===== src/rtl/module_instruction_fetch_pkg.sv =====
// rtl/module_instruction_fetch_pkg.sv - shared fetch-stage encodings and constants
package module_instruction_fetch_pkg;

  typedef enum logic [1:0] {
    FETCH_IDLE = 2'd0,
    FETCH_RUN  = 2'd1,
    FETCH_HALT = 2'd2
  } fetch_state_t;

  localparam int PC_STEP = 4;

  // Decode matches against the same encoding to recognise the stop instruction.
  localparam logic [31:0] HALT_WORD_DEFAULT = 32'hFFFF_FFFF;

endpackage


===== src/rtl/module_instruction_fetch_if.sv =====
// rtl/module_instruction_fetch_if.sv - imem, redirect and IF/ID handshake bundle
interface module_instruction_fetch_if #(
  parameter int ADDRESS_BITS = 32,
  parameter int WORD_SIZE    = 32
);
  logic [ADDRESS_BITS-1:0] imem_addr;
  logic [WORD_SIZE-1:0]    imem_instruction;
  logic                    branch_valid;
  logic [ADDRESS_BITS-1:0] branch_target;
  logic                    out_valid;
  logic                    out_ready;
  logic [WORD_SIZE-1:0]    out_instruction;
  logic [ADDRESS_BITS-1:0] out_pc;
  logic [ADDRESS_BITS-1:0] out_pc_plus4;
  logic                    halted;

  modport master (
    output imem_addr,
    input  imem_instruction,
    input  branch_valid,
    input  branch_target,
    output out_valid,
    input  out_ready,
    output out_instruction,
    output out_pc,
    output out_pc_plus4,
    output halted
  );

  modport slave (
    input  imem_addr,
    output imem_instruction,
    output branch_valid,
    output branch_target,
    input  out_valid,
    output out_ready,
    input  out_instruction,
    input  out_pc,
    input  out_pc_plus4,
    input  halted
  );
endinterface


===== src/rtl/module_instruction_fetch_program_counter.sv =====
// rtl/module_instruction_fetch_program_counter.sv - word-aligned PC with restart/load/increment
module module_program_counter
  import module_instruction_fetch_pkg::*;
#(
  parameter int                      ADDRESS_BITS = 32,
  parameter logic [ADDRESS_BITS-1:0] RESET_PC     = '0
) (
  input  logic                    clk,
  input  logic                    reset,
  input  logic                    i_restart,
  input  logic                    i_load,
  input  logic [ADDRESS_BITS-1:0] i_load_addr,
  input  logic                    i_inc,
  output logic [ADDRESS_BITS-1:0] o_pc
);

  localparam logic [ADDRESS_BITS-1:0] ALIGN_MASK = ~ADDRESS_BITS'(3);

  logic [ADDRESS_BITS-1:0] r_pc;

  always_ff @(posedge clk) begin
    if (reset || i_restart) begin
      r_pc <= RESET_PC & ALIGN_MASK;
    end else if (i_load) begin
      r_pc <= i_load_addr & ALIGN_MASK;
    end else if (i_inc) begin
      r_pc <= r_pc + ADDRESS_BITS'(PC_STEP);
    end
  end

  assign o_pc = r_pc;

endmodule


===== src/rtl/module_instruction_fetch.sv =====
// rtl/module_instruction_fetch.sv - fetch stage: run/halt FSM, PC control, IF/ID register
module module_instruction_fetch
  import module_instruction_fetch_pkg::*;
#(
  parameter int                      ADDRESS_BITS = 32,
  parameter int                      WORD_SIZE    = 32,
  parameter logic [ADDRESS_BITS-1:0] RESET_PC     = '0,
  parameter logic [WORD_SIZE-1:0]    HALT_WORD    = WORD_SIZE'(HALT_WORD_DEFAULT)
) (
  input  logic                        clk,
  input  logic                        reset,
  input  logic                        run,
  module_instruction_fetch_if.master  bus
);

  fetch_state_t r_state;
  fetch_state_t w_next_state;

  logic [ADDRESS_BITS-1:0] w_pc;
  logic                    w_pc_restart;
  logic                    w_pc_load;
  logic                    w_pc_inc;
  logic                    w_capture;
  logic                    w_clear_valid;
  logic                    w_adv;

  logic                    r_out_valid;
  logic [WORD_SIZE-1:0]    r_out_instruction;
  logic [ADDRESS_BITS-1:0] r_out_pc;
  logic [ADDRESS_BITS-1:0] r_out_pc_plus4;

  assign w_adv = !r_out_valid || bus.out_ready;

  always_ff @(posedge clk) begin
    if (reset) begin
      r_state <= FETCH_IDLE;
    end else begin
      r_state <= w_next_state;
    end
  end

  // Priority in FETCH: run drop, then redirect, then capture, else stall.
  always_comb begin
    w_next_state  = r_state;
    w_pc_restart  = 1'b0;
    w_pc_load     = 1'b0;
    w_pc_inc      = 1'b0;
    w_capture     = 1'b0;
    w_clear_valid = 1'b0;
    case (r_state)
      FETCH_IDLE: begin
        w_pc_restart = 1'b1;
        if (run) begin
          w_next_state = FETCH_RUN;
        end
      end
      FETCH_RUN: begin
        if (!run) begin
          w_next_state  = FETCH_IDLE;
          w_pc_restart  = 1'b1;
          w_clear_valid = 1'b1;
        end else if (bus.branch_valid) begin
          w_pc_load     = 1'b1;
          w_clear_valid = 1'b1;
        end else if (w_adv) begin
          w_capture = 1'b1;
          if (bus.imem_instruction == HALT_WORD) begin
            w_next_state = FETCH_HALT;
          end else begin
            w_pc_inc = 1'b1;
          end
        end
      end
      FETCH_HALT: begin
        if (!run) begin
          w_next_state  = FETCH_IDLE;
          w_pc_restart  = 1'b1;
          w_clear_valid = 1'b1;
        end else if (r_out_valid && bus.out_ready) begin
          w_clear_valid = 1'b1;
        end
      end
      default: begin
        w_next_state  = FETCH_IDLE;
        w_pc_restart  = 1'b1;
        w_clear_valid = 1'b1;
      end
    endcase
  end

  module_program_counter #(
    .ADDRESS_BITS (ADDRESS_BITS),
    .RESET_PC     (RESET_PC)
  ) u_program_counter (
    .clk         (clk),
    .reset       (reset),
    .i_restart   (w_pc_restart),
    .i_load      (w_pc_load),
    .i_load_addr (bus.branch_target),
    .i_inc       (w_pc_inc),
    .o_pc        (w_pc)
  );

  always_ff @(posedge clk) begin
    if (reset) begin
      r_out_valid       <= 1'b0;
      r_out_instruction <= '0;
      r_out_pc          <= '0;
      r_out_pc_plus4    <= '0;
    end else if (w_clear_valid) begin
      r_out_valid <= 1'b0;
    end else if (w_capture) begin
      r_out_valid       <= 1'b1;
      r_out_instruction <= bus.imem_instruction;
      r_out_pc          <= w_pc;
      r_out_pc_plus4    <= w_pc + ADDRESS_BITS'(PC_STEP);
    end
  end

  assign bus.imem_addr       = w_pc;
  assign bus.out_valid       = r_out_valid;
  assign bus.out_instruction = r_out_instruction;
  assign bus.out_pc          = r_out_pc;
  assign bus.out_pc_plus4    = r_out_pc_plus4;
  assign bus.halted          = (r_state == FETCH_HALT);

endmodule


===== src/flat_wrapper.sv =====
// flat-port wrapper written by rule: the top's interface ports become plain ports
module module_instruction_fetch_flat import module_instruction_fetch_pkg::*;
#(
  parameter int                      ADDRESS_BITS = 32,
  parameter int                      WORD_SIZE    = 32,
  parameter logic [ADDRESS_BITS-1:0] RESET_PC     = '0,
  parameter logic [WORD_SIZE-1:0]    HALT_WORD    = WORD_SIZE'(HALT_WORD_DEFAULT)
)
  (clk, reset, run, bus_imem_addr, bus_imem_instruction, bus_branch_valid, bus_branch_target, bus_out_valid, bus_out_ready, bus_out_instruction, bus_out_pc, bus_out_pc_plus4, bus_halted);
  module_instruction_fetch_if #(.ADDRESS_BITS(ADDRESS_BITS), .WORD_SIZE(WORD_SIZE)) bus_i ();
  input  logic clk;
  input  logic reset;
  input  logic run;
  output wire logic [$bits(bus_i.imem_addr)-1:0] bus_imem_addr;
  input wire logic [$bits(bus_i.imem_instruction)-1:0] bus_imem_instruction;
  input wire logic [$bits(bus_i.branch_valid)-1:0] bus_branch_valid;
  input wire logic [$bits(bus_i.branch_target)-1:0] bus_branch_target;
  output wire logic [$bits(bus_i.out_valid)-1:0] bus_out_valid;
  input wire logic [$bits(bus_i.out_ready)-1:0] bus_out_ready;
  output wire logic [$bits(bus_i.out_instruction)-1:0] bus_out_instruction;
  output wire logic [$bits(bus_i.out_pc)-1:0] bus_out_pc;
  output wire logic [$bits(bus_i.out_pc_plus4)-1:0] bus_out_pc_plus4;
  output wire logic [$bits(bus_i.halted)-1:0] bus_halted;
  assign bus_imem_addr = bus_i.imem_addr;
  assign bus_i.imem_instruction = bus_imem_instruction;
  assign bus_i.branch_valid = bus_branch_valid;
  assign bus_i.branch_target = bus_branch_target;
  assign bus_out_valid = bus_i.out_valid;
  assign bus_i.out_ready = bus_out_ready;
  assign bus_out_instruction = bus_i.out_instruction;
  assign bus_out_pc = bus_i.out_pc;
  assign bus_out_pc_plus4 = bus_i.out_pc_plus4;
  assign bus_halted = bus_i.halted;
  module_instruction_fetch #(.ADDRESS_BITS(ADDRESS_BITS), .WORD_SIZE(WORD_SIZE), .RESET_PC(RESET_PC), .HALT_WORD(HALT_WORD)) u_core (.clk(clk), .reset(reset), .run(run), .bus(bus_i));
endmodule

===== config.mk =====
export PLATFORM = sky130hd
export DESIGN_NAME = module_instruction_fetch_flat
export DESIGN_NICKNAME = d
export VERILOG_FILES = /design/src/rtl/module_instruction_fetch_pkg.sv /design/src/rtl/module_instruction_fetch_if.sv /design/src/rtl/module_instruction_fetch_program_counter.sv /design/src/rtl/module_instruction_fetch.sv /design/src/flat_wrapper.sv
export SDC_FILE = /design/constraint.sdc
export NUM_CORES = 1
export LEC_CHECK = 0
export CAP_MARGIN = 10
export CORE_UTILIZATION = 40
export CTS_BUF_LIST = sky130_fd_sc_hd__clkbuf_4 sky130_fd_sc_hd__clkbuf_8
export DETAILED_ROUTE_END_ITERATION = 16
export PLACE_DENSITY = 0.7
export SLEW_MARGIN = 30
export SYNTH_ARGS = -nofsm -noshare
export SYNTH_HDL_FRONTEND = slang
export SYNTH_SLANG_ARGS = --single-unit
export TNS_END_PERCENT = 10

===== constraint.sdc =====
create_clock -name clk -period 4.8 [get_ports clk]
set_input_delay 0.48 -clock clk [delete_from_list [all_inputs] [get_ports clk]]
set_output_delay 0.48 -clock clk [all_outputs]
set_load 0.1 [all_outputs]

clk_routes.png
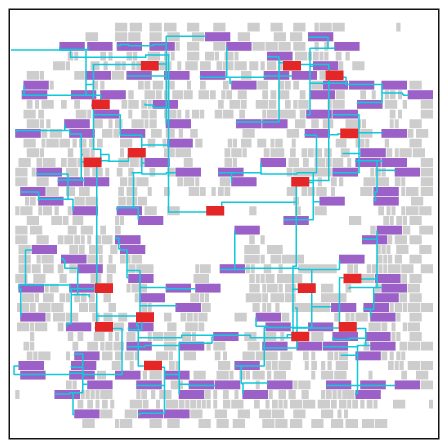
[purple] flip-flops | count: 125
[red] clock drivers | count: 17
[cyan] clock wires | length: 1620 µm
flops lie: widely spread
routed clock nets: 18
part of the total power dissipated in the clock network: 38.9%
clock latency reported for the late side of the worst-skew pair: 0.44 ns
clock network power: 0.000956 W

==> CHANGELOG.md <==
### Implementation results

* Result of the run: complete, no violations
* Clock Tree Root: sky130_fd_sc_hd__clkbuf_8
* Maximum resistive drop on vdd at roughly 150 µV
* TritonCTS sink count at between 100 and 150
* Die Outline Area at 14500 µm²
* Area leader share at around 45%
* Area share of and-or/or-and cells after synthesis at 17.6%
* Parity-gate share of the synthesized area counting xor and xnor cells at 7.34%
* Synth Cell Area at 5610 µm²
* Setup total negative slack at 0 ns
* Routed wl met3 at 1070 µm
* Number of input and output port buffers inserted at 190
* YS chip area at ~5600 µm²
* Clock Skews at 0.0106 ns
* Synth logic family: simple AND/OR/NAND/NOR gates
* TritonCTS clock tree: yes
* Clock transition at the register clock pins on the worst setup and hold paths after CTS at 0.07 ns
* Part of the Yosys area used for sequential elements at between 40 and 50%
* Count of flip-flops with a built-in enable after synthesis at 0
* Class of the most critical hold timing path: reg -> reg
* Total number of H-tree levels at 4
* Antenna fix cells at 0
* Endpoint type of the worst setup path: primary output
* Top logic cells by instance count in the layout: sky130_fd_sc_hd__clkdlybuf4s50_1 (187), sky130_fd_sc_hd__nand2_1 (152), sky130_fd_sc_hd__dfxtp_1 (125), sky130_fd_sc_hd__a21oi_1 (88), sky130_fd_sc_hd__nor2_1 (47)
* Final core utilization at 58.2%
* Layout overhead on the synthesized area at 39.6%
* Startpoint of the worst hold path: u_core.bus.out_pc[5]
* Nets at between 900 and 1000
* Maximum single-stage delay on the critical path at 1.21 ns
* Via count of the first global-routing pass at between 5000 and 6000
* Worst hold-check slack at 0.454 ns
* Total Power at 0.00246 W
* Count of standard-cell rows at 42
* Global Route Usage Sum at 22.5%
* Iter 0 DRT Violations at 286
* Post-CTS Setup Bufs at 0
* Setup repair after global routing missed its margin: false
* Class of the most critical setup path: reg -> out
* Ratio of routed vias to standard cells at 5.18
* Detailed-placement wirelength estimate at around 11000 µm
* Maximum number of pins on one net before global-route repair at roughly 97
* Highest achievable clock rate at approximately 350 MHz
* Count of mapped cells out of synthesis at 685
* Total detailed-routing wirelength at 16000 µm
* Number of placed cells counting well taps at between 900 and 1000
* Warnings, synthesis at 0
* Die outline width at 120 µm
* Quantity of gates resized following cts at 0
* Clock buffer depth at 2
* WL/cell at 15.5 µm
logic_types.png
Bar = 20 µm.
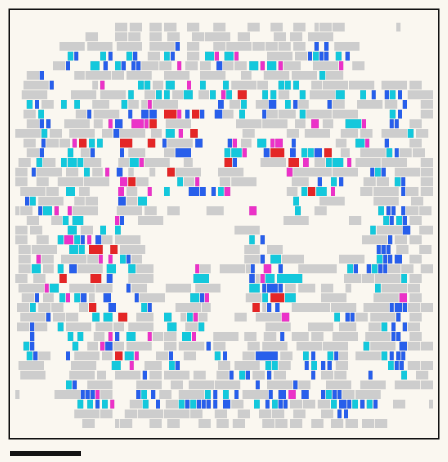
[red] and/or cells | cells: 24 | most used: and3_1
[cyan] aoi and oai cells | cells: 162 | most used: a21oi_1 | where: widely spread
[magenta] nor cells | cells: 61 | most used: nor2_1
[blue] nand cells | cells: 187 | most used: nand2_1 | where: widely spread
most used logic cell in the final layout: sky130_fd_sc_hd__clkdlybuf4s50_1
number of cells in the finished layout apart from fillers: 1028
combinational share of cell area: 35.1%

-- per-layer routing --
| metal | track usage [%] | vias up |
|---|---|---|
| met2 | 36.8 | 154 |
| met5 | 0 | - |
| met3 | 6.60 | 20 |
| li1 | - | 2640 |
| met1 | 28.0 | 2512 |
| met4 | 7.87 | 0 |
-- report_power, final --
group	total, W	leakage, nW	switching, W	internal (W)
combinational	0.000424	1.28	0.000303	0.000120
sequential	0.00108	1.01	0.0000177	0.00106
clock	0.000956	0.217	0.000399	0.000557
-- sequential cells by signal (all words and copies together), names as in the netlist --
signal,count
u_core.bus.out_pc,30
u_core.bus.out_valid,1
u_core.r_state,2
u_core.bus.out_instruction,32
u_core.bus.out_pc_plus4,30
u_core.u_program_counter.o_pc,30
-- cell type report --
type,count,area (µm²)
clock buffer,23,292
clock inverter,8,115
fill,1288,5620
inverter,3,11.3
multi-input combinational,498,2750
sequential,125,2500
tap,176,220
timing repair buffer,195,1940
-- cell usage after synthesis, types with 2 or more instances --
| cell | number |
|---|---|
| sky130_fd_sc_hd__and2_1 | 3 |
| sky130_fd_sc_hd__o211a_1 | 2 |
| sky130_fd_sc_hd__and4_1 | 2 |
| sky130_fd_sc_hd__and3_2 | 2 |
| sky130_fd_sc_hd__ha_1 | 5 |
| sky130_fd_sc_hd__and4_2 | 2 |
| sky130_fd_sc_hd__nor4_1 | 4 |
| sky130_fd_sc_hd__nor2_1 | 48 |
| sky130_fd_sc_hd__inv_1 | 3 |
| sky130_fd_sc_hd__nand2_1 | 152 |
| sky130_fd_sc_hd__a211oi_2 | 3 |
| sky130_fd_sc_hd__xor2_1 | 20 |
| sky130_fd_sc_hd__or3_1 | 4 |
| sky130_fd_sc_hd__a21oi_1 | 88 |
| sky130_fd_sc_hd__buf_2 | 18 |
| sky130_fd_sc_hd__nor2b_1 | 2 |
| sky130_fd_sc_hd__nand4b_1 | 2 |
| sky130_fd_sc_hd__nand3_1 | 11 |
| sky130_fd_sc_hd__nand4_1 | 20 |
| sky130_fd_sc_hd__buf_4 | 13 |
| sky130_fd_sc_hd__o21ai_0 | 32 |
| sky130_fd_sc_hd__nor3_1 | 4 |
| sky130_fd_sc_hd__buf_6 | 3 |
| sky130_fd_sc_hd__a211o_1 | 2 |
| sky130_fd_sc_hd__clkbuf_8 | 3 |
| sky130_fd_sc_hd__a211oi_1 | 28 |
| sky130_fd_sc_hd__xnor2_1 | 27 |
| sky130_fd_sc_hd__a311oi_1 | 4 |
| sky130_fd_sc_hd__dfxtp_1 | 125 |
| sky130_fd_sc_hd__a31oi_1 | 3 |
| sky130_fd_sc_hd__clkbuf_1 | 24 |
| sky130_fd_sc_hd__and3_1 | 7 |
-- critical path: cells and delay by family (launching register included) --
kind | cells | cell delay, ns
buf+inv | 2 | 1.31
flops | 1 | 0.35
fa+ha+maj | 1 | 0.30
-- final timing paths --
kind / slack [ns] / endpoint / depth (start not counted)
worst max-delay path: 1.92 / bus_halted / 3
worst min-delay path: 0.45 / u_core.bus.out_pc[5] / 2
worst max register to register: 2.04 / u_core.bus.out_pc_plus4[9] / 8
worst min register to register: 0.45 / u_core.bus.out_pc[5] / 2
Power figures rest on the tool's default switching activity, not on a simulated workload.
